Figure 1. Placement view.
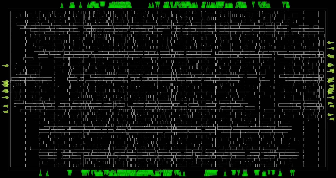
Figure 2. Wiring heat map.
Bar = 100 um. 30 x 15 tiles, from black (low) to pale yellow (high), scaled to the fullest tile. Values are wire area over tile area, all layers added.
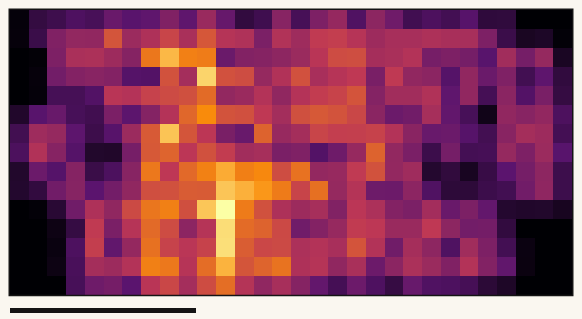
Figure 3. Where the registers sit.
Other sequential cells in the stronger gray, the rest of the logic in the fainter gray.
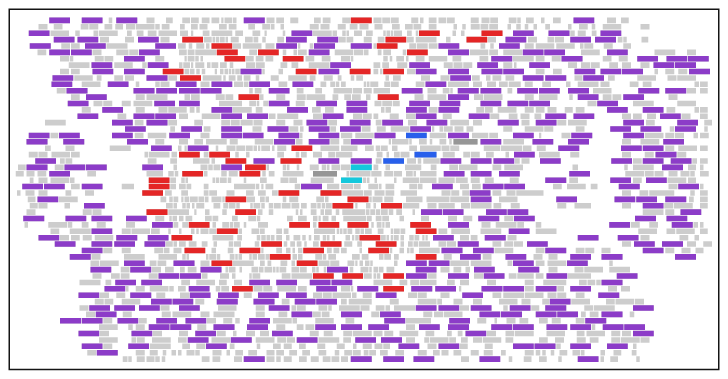
Figure 4. Zoomed window.
Bar = 20 um. Window x 50 to 100, y 13 to 63 um. Cells in gray, sequential cells in the stronger gray; small squares are vias.
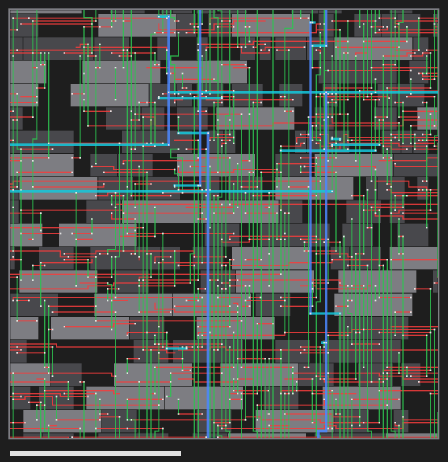
--- src/rtl/fetch_queue_unit_if.sv ---
// Fetch front-end bundle: instruction memory port, redirect port,
// and the decode-side valid/ready head port.
interface fetch_queue_unit_if #(
  parameter int unsigned ADDR_WIDTH  = 64,
  parameter int unsigned INSTR_WIDTH = 32,
  parameter int unsigned DEPTH       = 4
);
  localparam int unsigned CW = $clog2(DEPTH + 1);

  logic [ADDR_WIDTH-1:0]  imem_addr;
  logic                   imem_req;
  logic [INSTR_WIDTH-1:0] imem_instr;
  logic                   redirect_valid;
  logic [ADDR_WIDTH-1:0]  redirect_pc;
  logic                   out_valid;
  logic [ADDR_WIDTH-1:0]  out_pc;
  logic [INSTR_WIDTH-1:0] out_instr;
  logic                   out_ready;
  logic [CW-1:0]          count;

  modport master (
    output imem_addr,
    output imem_req,
    input  imem_instr,
    input  redirect_valid,
    input  redirect_pc,
    output out_valid,
    output out_pc,
    output out_instr,
    input  out_ready,
    output count
  );

  modport slave (
    input  imem_addr,
    input  imem_req,
    output imem_instr,
    output redirect_valid,
    output redirect_pc,
    input  out_valid,
    input  out_pc,
    input  out_instr,
    output out_ready,
    input  count
  );
endinterface

--- src/rtl/fetch_queue_unit.sv ---
// LEGv8 fetch front end: PC generator feeding a DEPTH-entry
// prefetch queue of {pc, instr} pairs drained by decode.
module fetch_queue_unit #(
  parameter int unsigned ADDR_WIDTH  = 64,
  parameter int unsigned INSTR_WIDTH = 32,
  parameter int unsigned DEPTH       = 4,
  parameter logic [ADDR_WIDTH-1:0] RESET_PC = '0,
  parameter int unsigned PC_STEP     = 4
) (
  input logic CLOCK,
  input logic RESET,
  fetch_queue_unit_if.master fq
);
  localparam int unsigned PW = $clog2(DEPTH);
  localparam int unsigned CW = $clog2(DEPTH + 1);

  typedef struct packed {
    logic [ADDR_WIDTH-1:0]  pc;
    logic [INSTR_WIDTH-1:0] instr;
  } qEntry_t;

  qEntry_t               qMem [DEPTH];
  logic [ADDR_WIDTH-1:0] fetchPc;
  logic [PW-1:0]         rdPtr;
  logic [PW-1:0]         wrPtr;
  logic [CW-1:0]         occ;

  logic notFull;
  logic headValid;
  logic doPush;
  logic doPop;
  logic flush;

  assign notFull   = occ < CW'(DEPTH);
  assign headValid = occ != '0;
  assign flush     = fq.redirect_valid;

  // Full-check uses occupancy only; a same-cycle pop never frees a slot.
  assign doPush = RESET && notFull && !flush;
  assign doPop  = headValid && fq.out_ready;

  assign fq.imem_addr = fetchPc;
  assign fq.imem_req  = doPush;
  assign fq.out_valid = headValid;
  assign fq.out_pc    = headValid ? qMem[rdPtr].pc : '0;
  assign fq.out_instr = headValid ? qMem[rdPtr].instr : '0;
  assign fq.count     = occ;

  always_ff @(posedge CLOCK or negedge RESET) begin
    if (!RESET) begin
      fetchPc <= RESET_PC;
    end else if (flush) begin
      fetchPc <= fq.redirect_pc;
    end else if (doPush) begin
      fetchPc <= fetchPc + ADDR_WIDTH'(PC_STEP);
    end
  end

  always_ff @(posedge CLOCK or negedge RESET) begin
    if (!RESET) begin
      for (int i = 0; i < int'(DEPTH); i++) begin
        qMem[i] <= '0;
      end
    end else if (doPush) begin
      qMem[wrPtr] <= '{pc: fetchPc, instr: fq.imem_instr};
    end
  end

  // A head handshake coinciding with a redirect is simply dropped
  // with the rest of the queue: decode already consumed it.
  always_ff @(posedge CLOCK or negedge RESET) begin
    if (!RESET) begin
      rdPtr <= '0;
      wrPtr <= '0;
      occ   <= '0;
    end else if (flush) begin
      rdPtr <= '0;
      wrPtr <= '0;
      occ   <= '0;
    end else begin
      if (doPush) wrPtr <= wrPtr + 1'b1;
      if (doPop)  rdPtr <= rdPtr + 1'b1;
      unique case ({doPush, doPop})
        2'b10:   occ <= occ + 1'b1;
        2'b01:   occ <= occ - 1'b1;
        default: occ <= occ;
      endcase
    end
  end
endmodule

--- src/flat_wrapper.sv ---
// flat-port wrapper written by rule: the top's interface ports become plain ports
module fetch_queue_unit_flat 
#(
  parameter int unsigned ADDR_WIDTH  = 64,
  parameter int unsigned INSTR_WIDTH = 32,
  parameter int unsigned DEPTH       = 4,
  parameter logic [ADDR_WIDTH-1:0] RESET_PC = '0,
  parameter int unsigned PC_STEP     = 4
)
  (CLOCK, RESET, fq_imem_addr, fq_imem_req, fq_imem_instr, fq_redirect_valid, fq_redirect_pc, fq_out_valid, fq_out_pc, fq_out_instr, fq_out_ready, fq_count);
  fetch_queue_unit_if #(.ADDR_WIDTH(ADDR_WIDTH), .INSTR_WIDTH(INSTR_WIDTH), .DEPTH(DEPTH)) fq_i ();
  input logic CLOCK;
  input logic RESET;
  output wire logic [$bits(fq_i.imem_addr)-1:0] fq_imem_addr;
  output wire logic [$bits(fq_i.imem_req)-1:0] fq_imem_req;
  input wire logic [$bits(fq_i.imem_instr)-1:0] fq_imem_instr;
  input wire logic [$bits(fq_i.redirect_valid)-1:0] fq_redirect_valid;
  input wire logic [$bits(fq_i.redirect_pc)-1:0] fq_redirect_pc;
  output wire logic [$bits(fq_i.out_valid)-1:0] fq_out_valid;
  output wire logic [$bits(fq_i.out_pc)-1:0] fq_out_pc;
  output wire logic [$bits(fq_i.out_instr)-1:0] fq_out_instr;
  input wire logic [$bits(fq_i.out_ready)-1:0] fq_out_ready;
  output wire logic [$bits(fq_i.count)-1:0] fq_count;
  assign fq_imem_addr = fq_i.imem_addr;
  assign fq_imem_req = fq_i.imem_req;
  assign fq_i.imem_instr = fq_imem_instr;
  assign fq_i.redirect_valid = fq_redirect_valid;
  assign fq_i.redirect_pc = fq_redirect_pc;
  assign fq_out_valid = fq_i.out_valid;
  assign fq_out_pc = fq_i.out_pc;
  assign fq_out_instr = fq_i.out_instr;
  assign fq_i.out_ready = fq_out_ready;
  assign fq_count = fq_i.count;
  fetch_queue_unit #(.ADDR_WIDTH(ADDR_WIDTH), .INSTR_WIDTH(INSTR_WIDTH), .DEPTH(DEPTH), .RESET_PC(RESET_PC), .PC_STEP(PC_STEP)) u_core (.CLOCK(CLOCK), .RESET(RESET), .fq(fq_i));
endmodule
--- config.mk ---
export PLATFORM = sky130hd
export DESIGN_NAME = fetch_queue_unit_flat
export DESIGN_NICKNAME = d
export VERILOG_FILES = /design/src/rtl/fetch_queue_unit_if.sv /design/src/rtl/fetch_queue_unit.sv /design/src/flat_wrapper.sv
export SDC_FILE = /design/constraint.sdc
export NUM_CORES = 1
export LEC_CHECK = 0
export CORE_ASPECT_RATIO = 0.5
export CORE_MARGIN = 2
export CORE_UTILIZATION = 48
export CTS_CLUSTER_DIAMETER = 120
export DETAILED_ROUTE_END_ITERATION = 6
export PLACE_DENSITY = 0.71
export SLEW_MARGIN = 40
export SYNTH_ARGS = -nofsm -noshare
export SYNTH_HDL_FRONTEND = slang
export SYNTH_SLANG_ARGS = --single-unit
--- constraint.sdc ---
create_clock -name CLOCK -period 2.9 [get_ports CLOCK]
set_input_delay 0.58 -clock CLOCK [delete_from_list [all_inputs] [get_ports CLOCK]]
set_output_delay 0.58 -clock CLOCK [all_outputs]
set_load 0.01 [all_outputs]
==> run notes <==
Routing
* met3 WL: 2.019 mm
* starting DRC count in detailed routing: 869
* detailed-router iteration count before antenna repair: 5
* remaining antenna violation count after routing: 0
* top routing layer in use: met4

Placed design
* pre-CTS setup slack: 250.0 ps
* GPL Wtd Cong: 0.7778
* count of buffers inserted at the top-level ports: 264
* post-placement cell area: 0.02479 mm^2

Logic synthesis
* fraction of registers with async set or reset after synthesis: 100.0%
* number of cells in the yosys synthesis report: 1525
* unique cell type count in the Yosys netlist: 41
* post-synth top area share: 53.66%
* Area contributors post-synth: dfrtp_1, mux2_2, mux4_2
* area reported by Yosys stat: 0.02122 mm^2
* cell taking the most area after synthesis: dfrtp_1
* area fraction in mux cells: 30.82%
* instance count of the mapped netlist: 1525
* main flop type: dfrtp_1
* dominant kind of combinational cell: multiplexers
* simple-gate area share of the yosys netlist: 8.467%
* xor+xnor area frac: 2.064%

Final timing
* worst relative slew slack: 51.12%
* clock period minus final worst setup slack: 2931 ps
* max-slew violations: 0
* final-report hold violation count: 0
* slew at the pin closest to its max-slew limit: 733.2 ps
* setup tns final: -30.57 ps
* fin crit share: 101.1%
* # setup viols final: 1
* Worst Setup Slack, final: -30.57 ps

Clock tree
* Post-CTS Setup Inserts: 26
* Sink Count: 455
* clock slew at the register clock pins of the worst setup and hold paths: 60 ps
* cts repair resizes: 284
* clock latency reported for the late side of the worst-skew pair: 560 ps
* TritonCTS clock tree: done
* number of buffers inserted by hold repair at cts: 1
* number of clock buffers inserted by TritonCTS: 43
* buffer cell driving the clock tree root: clkbuf_16
* maximum number of buffers from clock root to sink: 3
* count of H-tree levels built during CTS: 2

Power
* static power due to leakage: 11.33 nW
* power per cell area: 983.4 mW/mm^2
* Tot Pwr: 26.17 mW
* worst voltage drop across the vdd grid: 0.5698 mV

Critical path
* master of the slowest instance on the critical path: dfrtp_4
* Critical path origin: u_core.rdPtr[0]
* largest fanout on the critical path: 5
* minimum setup slack among reg-to-reg paths: 320 ps
* launch point of the worst reg-to-reg path: u_core.fq.imem_addr[3]
* classification of the worst setup path: flip-flop to output port
* cell depth of the worst setup path: 7
* gate family responsible for the most delay along the worst path: buffers and inverters
* sort of element at the end of the critical path: output port
* largest stage delay on the critical path: 530 ps
* cells along the critical path: buf_12 -> buf_12 -> buf_16 -> buf_12 -> mux4_2 -> and2_4 -> buf_6
* Register-to-Register Path Depth: 7

Finish
* antenna cell count: 7
* non-filler instance count after layout: 2428
* highest-count logic cell in the final layout: dfrtp_1
* final layout net count: 1908
* Largest area class, layout: sequential cells
* Multi-In Gates: 940
* share of layout cells above drive strength 1: 39.99%
* most frequent cells in the layout: dfrtp_1, mux2_2, clkdlybuf4s50_1, mux4_2, and2_1

Flow run
* # Max-Cap Violations: 0
* OpenROAD warnings: 33

Run status
* status: finished, violations left
* violated checks: setup timing

Global routing
* maximum number of pins on one net before global-route repair: 105
* via count of the first global-routing pass: 14510
* layer with the highest usage after global routing: met2
* first-pass GRT wire length: 86.25 mm

Die
* # rows: 54
* vertical die dimension: 152.7 um
* die extent in x: 301.3 um

Min path
* path class of the lowest-slack min-delay path: input port to asynchronous set/reset pin

About Figure 1:
flip-flops: 455
sequential share of cell area: 42.81%
core area: 0.04358 mm^2
tap cell count: 588
Fill cells: 3380

About Figure 2:
emptiest ninth of the die = south-east
fullest tile = 0.51
mean over tiles = 0.19
final routed wire length divided by cell count: 22.58 um
total length of routed wires: 54.83 mm
overall fraction of global-route tracks in use: 24.14%
total number of vias: 13760

About Figure 3:
purple -> u_core.qMem  # placed flops 384, where all over the die
blue -> u_core.fq.count  # placed flops 3
red -> u_core.fq.imem_addr  # placed flops 64
cyan -> u_core.wrPtr  # placed flops 2
Layout Utilization: 61.08%
power dissipated in sequential cells: 10.3 mW
Seq. cell area: 0.01139 mm^2

About Figure 4:
cyan -> met3
red -> met1
blue -> met4
green -> met2
cells with their middle in the window = 120
sequential cells in the window = 33
most frequent = dfrtp_1 (33), mux2_2 (24)
netlist names of flops here include = u_core.qMem (27), u_core.fq.imem_addr (6)

[power breakdown]
part | total, mW | switching [mW] | internal (mW)
logic | 10.3 | 3.98 | 6.33
registers | 10.3 | 1.40 | 8.86
clock network | 5.60 | 2.48 | 3.12
[cell usage after synthesis (2+ instances only)]
cell type and number:
dfrtp_1 455, mux2_2 387, and2_1 102, mux4_2 96, clkbuf_1 70, nand2_1 65, o21ai_0 55, nor2_1 31
buf_2 28, nand3_1 28, xnor2_1 28, nand4_1 23, buf_1 22, xor2_1 22, nor4_1 17, a31oi_1 14
and3_1 13, and4_1 9, or3_1 9, nor3_1 8, inv_1 6, o31ai_1 6, ha_1 5, nand4b_1 4
buf_4 2, mux2i_1 2, nand4_2 2, nor2b_1 2, or4_1 2
Power is estimated from default activity; no workload was simulated.
